<file path="src/rtl/fwd_hazard_ctrl.sv">
// -----------------------------------------------------------------------------
// fwd_hazard_ctrl
//   Forwarding and load-use hazard control for an RV32I execute stage.
//   A shadow pipeline records {valid, rd, regwrite, is_load} for the
//   instructions in EX and MEM. The registered select pair steers the two EX
//   operand muxes: 00 = register file, 01 = EX/MEM result, 10 = MEM/WB result.
//   A load in EX whose rd is read by the instruction in ID raises a
//   combinational stall and a bubble is inserted into EX.
//
//   Instructions leaving MEM enter WB, but no WB entry is kept: the register
//   file is write-first, so an ID read in the same cycle as the WB write
//   already sees the new value and a WB producer never needs a forward.
//
// Optional feature (macro FWD_PERF_CNT_EN):
//   Adds saturating counters perf_stall_cnt (stall edges) and perf_fwd_cnt
//   (nonzero selects written). Without the macro the ports do not exist.
//
// Ports:
//   clk            in   clock, rising edge
//   rst_n          in   asynchronous active-low reset
//   id_valid       in   ID holds a valid instruction
//   id_rs1/id_rs2  in   ID source registers
//   id_use_rs1/2   in   ID instruction reads rs1/rs2
//   id_rd          in   ID destination register
//   id_regwrite    in   ID instruction writes rd
//   id_is_load     in   ID instruction is a load
//   flush          in   squash ID and EX (branch/jump resolved in EX)
//   ext_hold       in   global freeze, all state holds
//   load_use_stall out  combinational stall request for ID and PC
//   fwd_a_sel      out  registered select for EX operand A
//   fwd_b_sel      out  registered select for EX operand B
//   perf_stall_cnt out  (FWD_PERF_CNT_EN only) stall counter
//   perf_fwd_cnt   out  (FWD_PERF_CNT_EN only) forward counter
// -----------------------------------------------------------------------------
module fwd_hazard_ctrl #(
   parameter int RAW = 5
`ifdef FWD_PERF_CNT_EN
   ,
   parameter int CNT_W = 32
`endif
) (
   input  logic           clk,
   input  logic           rst_n,
   input  logic           id_valid,
   input  logic [RAW-1:0] id_rs1,
   input  logic [RAW-1:0] id_rs2,
   input  logic           id_use_rs1,
   input  logic           id_use_rs2,
   input  logic [RAW-1:0] id_rd,
   input  logic           id_regwrite,
   input  logic           id_is_load,
   input  logic           flush,
   input  logic           ext_hold,
   output logic           load_use_stall,
   output logic [1:0]     fwd_a_sel,
   output logic [1:0]     fwd_b_sel
`ifdef FWD_PERF_CNT_EN
   ,
   output logic [CNT_W-1:0] perf_stall_cnt,
   output logic [CNT_W-1:0] perf_fwd_cnt
`endif
);

   localparam logic [1:0] SEL_RF  = 2'b00;
   localparam logic [1:0] SEL_MEM = 2'b01;
   localparam logic [1:0] SEL_WB  = 2'b10;

   // x0 is hardwired to zero, so it is never a forwarding producer.
   function automatic logic f_match(input logic           vld,
                                    input logic           rw,
                                    input logic [RAW-1:0] rd,
                                    input logic [RAW-1:0] rs);
      return vld && rw && (rd != '0) && (rd == rs);
   endfunction

   // Shadow entries: _p0 = EX, _p1 = MEM
   logic           r_vld_p0, r_vld_p1;
   logic [RAW-1:0] r_rd_p0,  r_rd_p1;
   logic           r_rw_p0,  r_rw_p1;
   logic           r_ld_p0,  r_ld_p1;
   logic [1:0]     r_fwd_a_sel, r_fwd_b_sel;

   logic           w_ex_hit_a, w_ex_hit_b;
   logic           w_mem_hit_a, w_mem_hit_b;
   logic           w_stall;
   logic [1:0]     w_sel_a, w_sel_b;

   // ID decode against the EX and MEM entries
   always_comb begin
      w_ex_hit_a  = id_use_rs1 && f_match(r_vld_p0, r_rw_p0, r_rd_p0, id_rs1);
      w_ex_hit_b  = id_use_rs2 && f_match(r_vld_p0, r_rw_p0, r_rd_p0, id_rs2);
      w_mem_hit_a = id_use_rs1 && f_match(r_vld_p1, r_rw_p1, r_rd_p1, id_rs1);
      w_mem_hit_b = id_use_rs2 && f_match(r_vld_p1, r_rw_p1, r_rd_p1, id_rs2);

      // A flush squashes the ID instruction, so it cannot stall.
      w_stall = id_valid && !flush && r_ld_p0 && (w_ex_hit_a || w_ex_hit_b);

      // Nearest producer wins; a load in EX has no result yet and is
      // handled by the stall instead of a forward.
      w_sel_a = SEL_RF;
      if (id_valid && id_use_rs1) begin
         if (w_ex_hit_a && !r_ld_p0) begin
            w_sel_a = SEL_MEM;
         end else if (w_mem_hit_a) begin
            w_sel_a = SEL_WB;
         end
      end

      w_sel_b = SEL_RF;
      if (id_valid && id_use_rs2) begin
         if (w_ex_hit_b && !r_ld_p0) begin
            w_sel_b = SEL_MEM;
         end else if (w_mem_hit_b) begin
            w_sel_b = SEL_WB;
         end
      end
   end

   assign load_use_stall = w_stall;
   assign fwd_a_sel      = r_fwd_a_sel;
   assign fwd_b_sel      = r_fwd_b_sel;

   // ID -> EX -> MEM: valid bits and selects (reset)
   always_ff @(posedge clk or negedge rst_n) begin
      if (!rst_n) begin
         r_vld_p0    <= 1'b0;
         r_vld_p1    <= 1'b0;
         r_fwd_a_sel <= SEL_RF;
         r_fwd_b_sel <= SEL_RF;
      end else if (!ext_hold) begin
         if (flush) begin
            r_vld_p0    <= 1'b0;
            r_vld_p1    <= 1'b0;
            r_fwd_a_sel <= SEL_RF;
            r_fwd_b_sel <= SEL_RF;
         end else if (w_stall) begin
            r_vld_p1    <= r_vld_p0;
            r_vld_p0    <= 1'b0;
            r_fwd_a_sel <= SEL_RF;
            r_fwd_b_sel <= SEL_RF;
         end else begin
            r_vld_p1    <= r_vld_p0;
            r_vld_p0    <= id_valid;
            r_fwd_a_sel <= w_sel_a;
            r_fwd_b_sel <= w_sel_b;
         end
      end
   end

   // ID -> EX -> MEM: entry payload (qualified by the valid bits)
   always_ff @(posedge clk) begin
      if (!ext_hold && !flush) begin
         r_rd_p1 <= r_rd_p0;
         r_rw_p1 <= r_rw_p0;
         r_ld_p1 <= r_ld_p0;
         if (!w_stall) begin
            r_rd_p0 <= id_rd;
            r_rw_p0 <= id_regwrite;
            r_ld_p0 <= id_is_load;
         end
      end
   end

`ifdef FWD_PERF_CNT_EN
   function automatic logic [CNT_W-1:0] f_sat_add(input logic [CNT_W-1:0] cnt,
                                                  input logic [1:0]       inc);
      logic [CNT_W:0] sum;
      sum = {1'b0, cnt} + (CNT_W+1)'(inc);
      return sum[CNT_W] ? {CNT_W{1'b1}} : sum[CNT_W-1:0];
   endfunction

   logic [CNT_W-1:0] r_stall_cnt, r_fwd_cnt;
   logic [1:0]       w_fwd_inc;

   // Only selects actually written on a normal advance are counted.
   always_comb begin
      w_fwd_inc = 2'd0;
      if (!flush && !w_stall) begin
         w_fwd_inc = {1'b0, (w_sel_a != SEL_RF)} + {1'b0, (w_sel_b != SEL_RF)};
      end
   end

   // Counter update on each unheld edge
   always_ff @(posedge clk or negedge rst_n) begin
      if (!rst_n) begin
         r_stall_cnt <= '0;
         r_fwd_cnt   <= '0;
      end else if (!ext_hold) begin
         r_stall_cnt <= f_sat_add(r_stall_cnt, {1'b0, w_stall});
         r_fwd_cnt   <= f_sat_add(r_fwd_cnt, w_fwd_inc);
      end
   end

   assign perf_stall_cnt = r_stall_cnt;
   assign perf_fwd_cnt   = r_fwd_cnt;
`endif

endmodule

</file>
<file path="config.mk">
export PLATFORM = sky130hd
export DESIGN_NAME = fwd_hazard_ctrl
export DESIGN_NICKNAME = d
export VERILOG_FILES = /design/src/rtl/fwd_hazard_ctrl.sv
export SDC_FILE = /design/constraint.sdc
export NUM_CORES = 1
export LEC_CHECK = 0
export CORE_MARGIN = 4
export CORE_UTILIZATION = 40
export DETAILED_ROUTE_END_ITERATION = 6
export PLACE_DENSITY = 0.77
export SYNTH_ARGS = -nofsm -noshare
export SYNTH_HDL_FRONTEND = slang
export SYNTH_SLANG_ARGS = --single-unit
</file>
<file path="constraint.sdc">
create_clock -name clk -period 1.8 [get_ports clk]
set_input_delay 0.36 -clock clk [delete_from_list [all_inputs] [get_ports clk]]
set_output_delay 0.36 -clock clk [all_outputs]
set_load 0.005 [all_outputs]
</file>
Supply network:
Scale bar: 20 um. Pins as bars on the die edge.
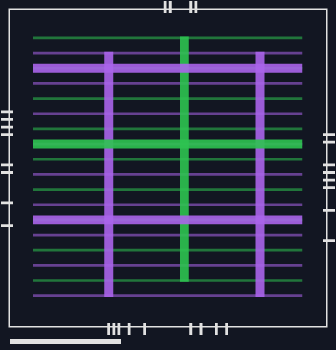
Key: VSS = purple; VDD = green
29 signal pins sit on the boundary. The core has 17 rows. 3 straps on met5. 18 met1 rails follow the rows. 3 straps on met4.
die outline width: 56.7 um
Max IR drop VDD: 0.000474 V
DIE HEIGHT: 56.7 um

==> impl_results.html <==
<h3>Flow metrics</h3>
<table>
<tr><th>Metric</th><th>Value</th></tr>
<tr><th colspan="2">Final timing</th></tr>
<tr><td>Final period utilization</td><td>119%</td></tr>
<tr><td>Final critical-path required period</td><td>2.15 ns</td></tr>
<tr><td>Hold Violations, Final</td><td>0</td></tr>
<tr><td>Transition at the pin with the smallest max-transition slack</td><td>roughly 0.29 ns</td></tr>
<tr><td>Total negative slack for setup checks</td><td>-1.37 ns</td></tr>
<tr><td>Slew margin rel.</td><td>between 80 and 90%</td></tr>
<tr><td>Final Setup Violations</td><td>8</td></tr>
<tr><td>Achievable clock frequency</td><td>roughly 470 MHz</td></tr>
<tr><td>Final slew viol count</td><td>0</td></tr>
<tr><td>Unrepaired setup endpoints after global routing</td><td>yes</td></tr>
<tr><td>Final worst-path setup slack</td><td>-0.348 ns</td></tr>
<tr><th colspan="2">Yosys</th></tr>
<tr><td>Most common cell in the synthesized netlist</td><td>edfxtp_1</td></tr>
<tr><td>Register bit count reported by yosys</td><td>19</td></tr>
<tr><td>Yosys aoi share</td><td>7.65%</td></tr>
<tr><td>Synth async-reset ratio</td><td>about a third</td></tr>
<tr><td>Avg Synthesized Cell Area</td><td>12.5 um^2</td></tr>
<tr><td>Post-synthesis cell count</td><td>~76</td></tr>
<tr><td>Post-synth mux share</td><td>0%</td></tr>
<tr><td>Dominant cells by area after synthesis</td><td>edfxtp_1, dfrtp_1, xor2_1, xnor2_1, nand2_1</td></tr>
<tr><td>Number of warning messages in the yosys log</td><td>0</td></tr>
<tr><td>Count of library flops with an enable pin</td><td>13</td></tr>
<tr><td>Register area share after synthesis</td><td>approximately 57%</td></tr>
<tr><td>Number of distinct library cells after synthesis</td><td>24</td></tr>
<tr><td>Area of the mapped netlist</td><td>948 um^2</td></tr>
<tr><td>XOR/XNOR Fraction of Synth Area</td><td>a little under a fifth</td></tr>
<tr><td>Simple-gate share of the synthesized area</td><td>roughly 16%</td></tr>
<tr><td>Ys flop type</td><td>edfxtp_1</td></tr>
<tr><th colspan="2">Cells and area</th></tr>
<tr><td>Multi-input gate area</td><td>approximately 430 um^2</td></tr>
<tr><td>Clock distribution area overhead in the final layout</td><td>between 1.5 and 2%</td></tr>
<tr><td>Clock buffer instance count of the final layout</td><td>3</td></tr>
<tr><td>Sequential share of cell area</td><td>35.2%</td></tr>
<tr><td>Registers with the highest flip-flop counts</td><td>r_rd_p0: 5 flops, r_rd_p1: 5 flops</td></tr>
<tr><td>Sequential cell count of the final layout</td><td>19</td></tr>
<tr><td>Fraction of standard cell area in multi-input logic</td><td>about 28%</td></tr>
<tr><td>Area Growth Syn to Fin</td><td>62.1%</td></tr>
<tr><td>Most instantiated logic cell after routing</td><td>buf_4</td></tr>
<tr><th colspan="2">Critical path</th></tr>
<tr><td>Levels on crit path</td><td>5</td></tr>
<tr><td>Reg2reg start</td><td>r_rd_p0[3]$_DFFE_PP_</td></tr>
<tr><td>Required time at the endpoint of the critical path</td><td>1.44 ns</td></tr>
<tr><td>Critical-path cell with the highest stage delay</td><td>edfxtp_1</td></tr>
<tr><td>CP Launch Point</td><td>r_rd_p0[3]$_DFFE_PP_</td></tr>
<tr><td>Crit path buffers/inverters</td><td>2</td></tr>
<tr><td>Worst setup path class</td><td>register to output port</td></tr>
<tr><th colspan="2">Floorplanning</th></tr>
<tr><td>Number of tap cells added at floorplan</td><td>28</td></tr>
<tr><td>Number of core rows</td><td>17</td></tr>
<tr><th colspan="2">Pwr</th></tr>
<tr><td>Combinational power</td><td>approximately 0.00018 W</td></tr>
<tr><td>Power Total</td><td>0.000900 W</td></tr>
<tr><td>Leakage Power</td><td>~0.61 nW</td></tr>
<tr><td>Switching power</td><td>approximately 0.00021 W</td></tr>
<tr><td>Clock network fraction of design power</td><td>23.6%</td></tr>
<tr><th colspan="2">Clock network</th></tr>
<tr><td>Sinks on Clock Net</td><td>19</td></tr>
<tr><td>H-Tree Depth</td><td>1</td></tr>
<tr><td>CTS hold repair buffers</td><td>0</td></tr>
<tr><td>Worst-Skew Late Latency</td><td>~0.3 ns</td></tr>
<tr><td>Setup bufs post-CTS</td><td>4</td></tr>
<tr><td>TritonCTS clock tree</td><td>built</td></tr>
<tr><td>Number of clock buffers inserted by TritonCTS</td><td>3</td></tr>
<tr><th colspan="2">GRT</th></tr>
<tr><td>Largest net degree at the start of global routing</td><td>12</td></tr>
<tr><td>Grt met3 use</td><td>around 3.2%</td></tr>
<tr><td>Met2 Use GR</td><td>a little over a quarter</td></tr>
<tr><td>Met1 demand-to-capacity share in global routing</td><td>18.2%</td></tr>
<tr><td>GRT busiest layer</td><td>met2</td></tr>
<tr><td>Antenna violations before repair</td><td>0</td></tr>
<tr><td>Via count of the first global-routing pass</td><td>~840</td></tr>
<tr><th colspan="2">Route</th></tr>
<tr><td>Met1 layer wirelength in the final routing</td><td>980 um</td></tr>
<tr><td>Count of nets left with antenna violations after detail routing</td><td>0</td></tr>
<tr><td>DR WL met2</td><td>~1200 um</td></tr>
<tr><td>Wirelength per Cell</td><td>between 10 and 15 um</td></tr>
<tr><th colspan="2">Placed design</th></tr>
<tr><td>Total of buffers placed on input and output ports</td><td>28</td></tr>
<tr><td>Cell Count Post-Placement</td><td>~150</td></tr>
<tr><td>Post-placement worst setup slack</td><td>-0.807 ns</td></tr>
<tr><th colspan="2">Outcome</th></tr>
<tr><td>Run status</td><td>finished, violations left</td></tr>
<tr><td>Violations in the final reports</td><td>setup timing</td></tr>
</table>
Placement by cell class:
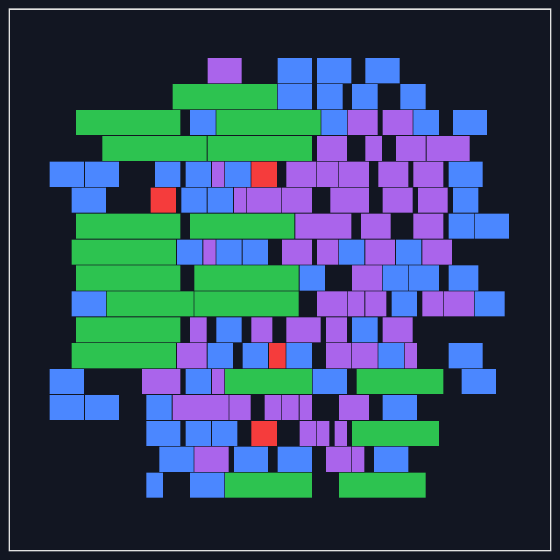
Key: other buffers and delay cells = blue [cells 59, share of their area 34%]; all other logic = purple [cells 56, share of their area 29%]; flops = green [cells 19, share of their area 36%]; clock drivers and dummy loads = red [cells 4, share of their area 1.8%]
post-layout utilization of the core: 68.9%
placeable core area: 2230 um^2

Power and IR drop assume default switching activity.
